File: src/rtl/msk_dsp_pkg.sv
`default_nettype none
// ============================================================================
// Package : msk_dsp_pkg
// Shared requantisation helpers and pipeline types for the MSK receive DSP.
// Rev     : 1.0
// ============================================================================
package msk_dsp_pkg;

    localparam int c_CALC_W = 64;

    typedef logic signed [c_CALC_W-1:0] calc_t;

    typedef struct packed {
        logic  valid;
        calc_t data;
    } kept_t;

    typedef struct packed {
        logic  sat;
        calc_t data;
    } sat_res_t;

    function automatic calc_t out_max(input int out_w);
        return (calc_t'(1) <<< (out_w - 1)) - calc_t'(1);
    endfunction

    function automatic calc_t out_min(input int out_w);
        return -(calc_t'(1) <<< (out_w - 1));
    endfunction

    // Round half toward +inf, then arithmetic shift.
    function automatic calc_t round_shift(input calc_t value, input int shift);
        calc_t sum;
        sum = value + (calc_t'(1) <<< (shift - 1));
        return sum >>> shift;
    endfunction

    function automatic sat_res_t saturate(input calc_t value, input int out_w);
        sat_res_t res;
        res.sat  = 1'b0;
        res.data = value;
        if (value > out_max(out_w)) begin
            res.sat  = 1'b1;
            res.data = out_max(out_w);
        end else if (value < out_min(out_w)) begin
            res.sat  = 1'b1;
            res.data = out_min(out_w);
        end
        return res;
    endfunction

    function automatic sat_res_t round_shift_sat(input calc_t value, input int shift,
                                                 input int out_w);
        return saturate(round_shift(value, shift), out_w);
    endfunction

endpackage
`default_nettype wire

File: src/rtl/msk_axis_fifo.sv
`default_nettype none
// ============================================================================
// Module : msk_axis_fifo
// Synchronous FWFT FIFO; writes to a full FIFO without a same-edge read drop.
// Rev    : 1.0
// ============================================================================
module msk_axis_fifo #(
    parameter  int WIDTH = 16,
    parameter  int DEPTH = 8,
    localparam int AW    = (DEPTH > 1) ? $clog2(DEPTH) : 1,
    localparam int CW    = $clog2(DEPTH + 1)
) (
    input  logic             clk,
    input  logic             reset,
    input  logic             wr_en,
    input  logic [WIDTH-1:0] wr_data,
    output logic             full,
    output logic             overflow,
    output logic             m_axis_tvalid,
    input  logic             m_axis_tready,
    output logic [WIDTH-1:0] m_axis_tdata
);

    logic [WIDTH-1:0] mem_q [DEPTH];
    logic [AW-1:0]    wr_ptr_q, wr_ptr_d;
    logic [AW-1:0]    rd_ptr_q, rd_ptr_d;
    logic [CW-1:0]    count_q, count_d;
    logic             tvalid_q, tvalid_d;
    logic [WIDTH-1:0] tdata_q, tdata_d;
    logic             pop, push, load, mem_has;

    function automatic logic [AW-1:0] ptr_inc(input logic [AW-1:0] p);
        return (p == AW'(DEPTH - 1)) ? '0 : p + AW'(1);
    endfunction

    // count_q includes the entry held in the output register.
    always_comb begin
        pop      = tvalid_q && m_axis_tready;
        push     = wr_en && ((count_q != CW'(DEPTH)) || pop);
        overflow = wr_en && !push;
        mem_has  = count_q > CW'(tvalid_q);
        load     = mem_has && (!tvalid_q || pop);
        tvalid_d = load || (tvalid_q && !pop);
        tdata_d  = load ? mem_q[rd_ptr_q] : tdata_q;
        rd_ptr_d = load ? ptr_inc(rd_ptr_q) : rd_ptr_q;
        wr_ptr_d = push ? ptr_inc(wr_ptr_q) : wr_ptr_q;
        count_d  = count_q + CW'(push) - CW'(pop);
    end

    always_ff @(posedge clk) begin
        if (reset) begin
            wr_ptr_q <= '0;
            rd_ptr_q <= '0;
            count_q  <= '0;
            tvalid_q <= 1'b0;
            tdata_q  <= '0;
        end else begin
            wr_ptr_q <= wr_ptr_d;
            rd_ptr_q <= rd_ptr_d;
            count_q  <= count_d;
            tvalid_q <= tvalid_d;
            tdata_q  <= tdata_d;
        end
    end

    always_ff @(posedge clk) begin
        if (push) begin
            mem_q[wr_ptr_q] <= wr_data;
        end
    end

    assign full          = (count_q == CW'(DEPTH));
    assign m_axis_tvalid = tvalid_q;
    assign m_axis_tdata  = tdata_q;

endmodule
`default_nettype wire

File: src/rtl/msk_fir_decim_requant.sv
`default_nettype none
// ============================================================================
// Module : msk_fir_decim_requant
// FIR output decimator with round/shift/saturate requantiser and AXIS FIFO.
// Rev    : 1.0
// ============================================================================
module msk_fir_decim_requant
    import msk_dsp_pkg::*;
#(
    parameter  int IN_W       = 32,
    parameter  int OUT_W      = 16,
    parameter  int DECIM      = 4,
    parameter  int SHIFT      = 15,
    parameter  int FIFO_DEPTH = 8,
    localparam int PH_W       = (DECIM > 1) ? $clog2(DECIM) : 1
) (
    input  logic             clk,
    input  logic             reset,
    input  logic             s_axis_tvalid,
    input  logic [IN_W-1:0]  s_axis_tdata,
    input  logic [PH_W-1:0]  phase_sel,
    output logic             m_axis_tvalid,
    input  logic             m_axis_tready,
    output logic [OUT_W-1:0] m_axis_tdata,
    input  logic             clr_flags,
    output logic             sat_flag,
    output logic             ovf_flag
);

    logic [PH_W-1:0] phase_q, phase_d;
    kept_t           s1_q, s1_d;
    logic            sat_q, sat_d;
    logic            ovf_q, ovf_d;
    sat_res_t        s2_res;
    logic            fifo_ovf;
    logic            fifo_full;
    logic            unused_bits;

    always_comb begin
        phase_d = phase_q;
        if (s_axis_tvalid) begin
            phase_d = (phase_q == PH_W'(DECIM - 1)) ? '0 : phase_q + PH_W'(1);
        end

        // An out-of-range phase_sel never matches the counter, so nothing is kept.
        s1_d.valid = s_axis_tvalid && (phase_q == phase_sel);
        s1_d.data  = round_shift(calc_t'($signed(s_axis_tdata)), SHIFT);

        s2_res = saturate(s1_q.data, OUT_W);

        sat_d = clr_flags ? 1'b0 : sat_q;
        if (s1_q.valid && s2_res.sat) begin
            sat_d = 1'b1;
        end
        ovf_d = clr_flags ? 1'b0 : ovf_q;
        if (fifo_ovf) begin
            ovf_d = 1'b1;
        end
    end

    always_ff @(posedge clk) begin
        if (reset) begin
            phase_q <= '0;
            s1_q    <= '0;
            sat_q   <= 1'b0;
            ovf_q   <= 1'b0;
        end else begin
            phase_q <= phase_d;
            s1_q    <= s1_d;
            sat_q   <= sat_d;
            ovf_q   <= ovf_d;
        end
    end

    msk_axis_fifo #(
        .WIDTH (OUT_W),
        .DEPTH (FIFO_DEPTH)
    ) u_fifo (
        .clk           (clk),
        .reset         (reset),
        .wr_en         (s1_q.valid),
        .wr_data       (s2_res.data[OUT_W-1:0]),
        .full          (fifo_full),
        .overflow      (fifo_ovf),
        .m_axis_tvalid (m_axis_tvalid),
        .m_axis_tready (m_axis_tready),
        .m_axis_tdata  (m_axis_tdata)
    );

    assign sat_flag    = sat_q;
    assign ovf_flag    = ovf_q;
    assign unused_bits = &{1'b0, s2_res.data[c_CALC_W-1:OUT_W], fifo_full};

endmodule
`default_nettype wire

File: config.mk
export PLATFORM = sky130hd
export DESIGN_NAME = msk_fir_decim_requant
export DESIGN_NICKNAME = d
export VERILOG_FILES = /design/src/rtl/msk_dsp_pkg.sv /design/src/rtl/msk_axis_fifo.sv /design/src/rtl/msk_fir_decim_requant.sv
export SDC_FILE = /design/constraint.sdc
export NUM_CORES = 1
export LEC_CHECK = 0
export CAP_MARGIN = 0
export CORE_MARGIN = 5
export CORE_UTILIZATION = 61
export CTS_BUF_LIST = sky130_fd_sc_hd__clkbuf_8
export DETAILED_ROUTE_END_ITERATION = 10
export GPL_TIMING_DRIVEN = 0
export PLACE_DENSITY = 0.83
export SETUP_SLACK_MARGIN = 0.5
export SYNTH_ARGS = -nofsm -noshare
export SYNTH_HDL_FRONTEND = slang
export SYNTH_SLANG_ARGS = --single-unit
File: constraint.sdc
create_clock -name clk -period 4.6 [get_ports clk]
set_input_delay 0.46 -clock clk [delete_from_list [all_inputs] [get_ports clk]]
set_output_delay 0.46 -clock clk [all_outputs]
set_load 0.01 [all_outputs]
==> flow_metrics.tcl, run 1 <==
# metrics dict for downstream scripts
set metrics [dict create \
    dp.cells 751 \
    io_pins 58 \
    antenna_found_initial 0 \
    critPathCaptureType "register" \
    grt_util_met1_pct 28.8 \
    top_area_cell "edfxtp_1" \
    wirelength_mm 15.4 \
    common_cells "edfxtp_1, nor2_1, dfxtp_1" \
    grt-ovfl-total 0 \
    drv_cap 0 \
    yosysMostFrequentCell "edfxtp_1" \
    cts_buffers 17 \
    cts_max_level 4 \
    first_pass_iters 6 \
    synth.area.mux_share_pct 9.87 \
    post_cts_resize_count 0 \
    power.group.top "sequential cells" \
    endpoint "u_fifo.mem_q[3][5]" \
    comb_area_um2 2330 \
    ys_warn_count 0 \
    slew_headroom_pct 29.7 \
    p_comb_share_pct 28.8 \
    powerClk_mw 1.09 \
    syn_area_per_cell_um2 13.3 \
    lay_top_count "edfxtp_1" \
    synth_flops 178 \
    nNetsFinal 677 \
    cts_setup_buffers 0 \
    rsz0062_at_grt "no" \
    die_area_um2 14300 \
    finalHoldViolCount 0 \
    top_usage_layer "met2" \
    r2r_start "u_fifo.count_q[2]" \
    synthesis.area_um2 7320 \
    rr_worst_depth 7 \
    pwr-share-seq_pct 45.1 \
    p_sw_mw 1.29 \
    ys_sh_simple_pct 11.0 \
    status "complete, no violations" \
    power.leakage_nw 2.84 \
    clk_pin_slew_ns 0.08 \
    wl_per_cell_um 19.6 \
    met2WireLength_mm 7.84 \
    tns_ns 0 \
]
## run 1: worst min-delay path by stage
stage | start | endpoint | cells after the start
after floorplan | s1_q[64] | ovf_flag | 2
after global placement | u_fifo.m_axis_tdata[2] | u_fifo.m_axis_tdata[2] | 2
after detailed placement | ovf_flag | ovf_flag | 2
after CTS | reset | s1_q[13] | 3
after global routing | reset | s1_q[13] | 3
final | reset | s1_q[13] | 3
## run 1: critical path: stages
cell	delay (ns)
clkdlybuf4s50_1	0.49
a211oi_1	0.10
a21bo_2	0.22
clkbuf_1	0.22
inv_1	0.19
nand2_1	0.17
nor2_2	0.86
## run 1: final cells by class
class	instances	area share, %
flip-flops and latches	178	57.0
plain buffers	34	1.66
clock inverters	14	1.96
well taps	147	2.17
inverters	10	0.442
multi-input cells	330	27.5
clock buffers	18	2.92
repair buffers	52	6.32
==> run_1/pinout.png <==
Drawn at 4 px/um. Pins as bars across the die edge, other pins in grey.
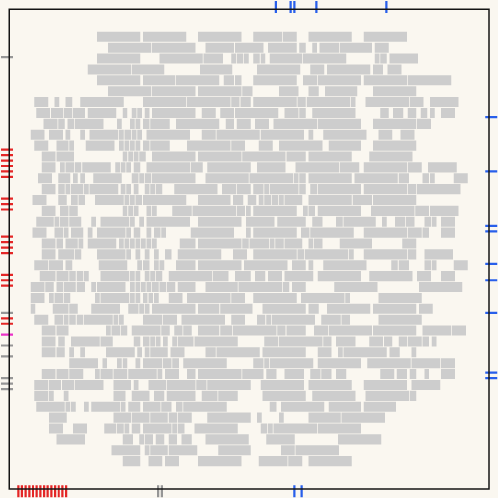
port	colour	pins	direction	edge
`sat_flag`	magenta	1	output	west
`s_axis_tdata`	red	32	input	18 west, 14 south
`m_axis_tdata`	blue	16	output	9 east, 5 north, 2 south
all pins by edge	26 west, 18 south, 9 east, 5 north

==> run_1/port_trees.png <==
Drawn at 2 px/um.
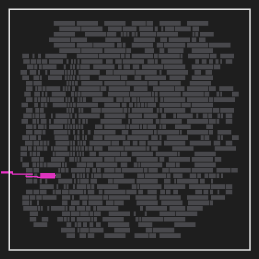
port	colour	bits	direction	end cells	buffers	wire
`sat_flag`	magenta	1	output	1	1	28.4 um

==> run_1/placed.png <==
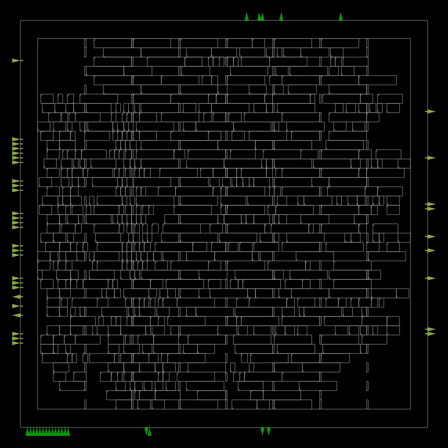
Seq area share: 57.0%
FILL cells: 796
row count: 40
n_taps: 147

==> inputs of run 2 (changes only) <==
CORE_UTILIZATION = 54   (was 61)
PLACE_DENSITY = 0.78   (was 0.83)
clock period = 2.4 ns   (was 4.6 ns; I/O delays follow)
==> run_2/placed.png <==
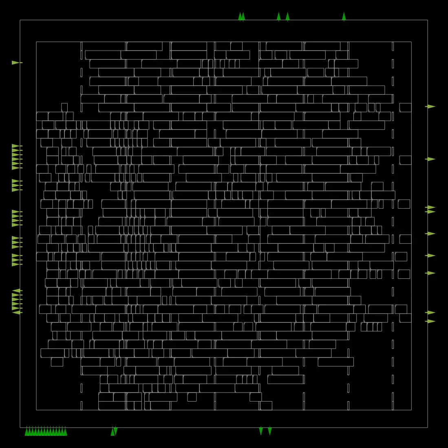
Finished Layout Cells: 821
FILL cells: 896

==> flow_metrics.tcl, run 2 <==
# metrics dict for downstream scripts
set metrics [dict create \
    comb_cells 330 \
    clock_buffers 19 \
    grt_util_met1_pct 25.2 \
    critPathCaptureType "register" \
    status "complete, no violations" \
    seq_share_pct 53.9 \
    finalHoldViolCount 0 \
    antenna_found_initial 0 \
    synth.area.mux_share_pct 9.87 \
    top_area_cell "edfxtp_1" \
    crit_family "AND-OR/OR-AND gates" \
    synthesis.area_um2 7320 \
    tns_ns 0 \
    powerClk_mw 2.42 \
    drv_cap 0 \
    synth_flops 178 \
    comb_area_um2 2530 \
    crit_buf_inv 2 \
    nNetsFinal 686 \
    met2WireLength_mm 7.81 \
    p_sw_mw 2.57 \
    signal_buffers 95 \
    flop-count 178 \
    rsz0062_at_grt "yes" \
    post_cts_resize_count 18 \
    clkCellAreaFrac_pct 5.47 \
    n_tap_cell 176 \
    area_share_nonclk_buffers_pct 9.68 \
    syn_area_per_cell_um2 13.3 \
    top_usage_layer "met2" \
    lay_top_count "edfxtp_1" \
]
==> run_2/sizing.png <==
Drawn at 4 px/um.
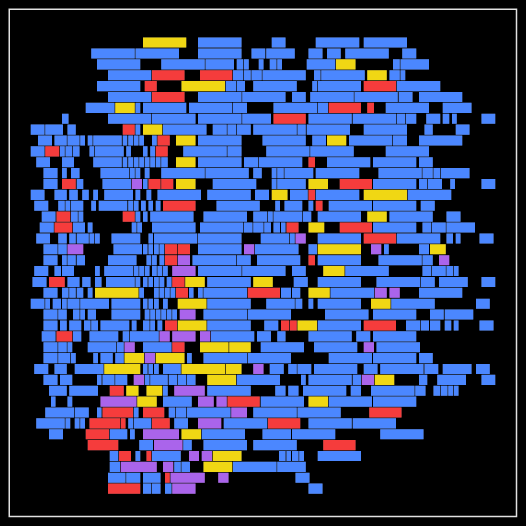
size	colour	cells	share
x1 and smaller	blue	512	79%
x2	red	56	8.7%
x6 and larger	yellow	42	6.5%
x3 and x4	purple	35	5.4%

## run 2: cell types whose count changed in the layout (fill, tap and decap cells not counted), moves of 5 or more
cell / previous run / this run
buf_12: 0 / 6
a21oi_1: 27 / 11
buf_2: 8 / 3
clkbuf_1: 22 / 15
inv_1: 12 / 7
a21oi_2: 0 / 16
buf_4: 3 / 13
## run 2: final timing paths
kind	slack [ns]	endpoint	start	cells after the start
worst max register to register	0.52	u_fifo.m_axis_tdata[4]	u_fifo.count_q[0]	7
worst min register to register	0.49	u_fifo.m_axis_tdata[11]	u_fifo.m_axis_tdata[11]	2
worst min-delay path	0.27	s1_q[13]	reset	3
worst max-delay path	0.52	u_fifo.m_axis_tdata[4]	u_fifo.count_q[0]	7
Power is estimated from default activity; no workload was simulated.
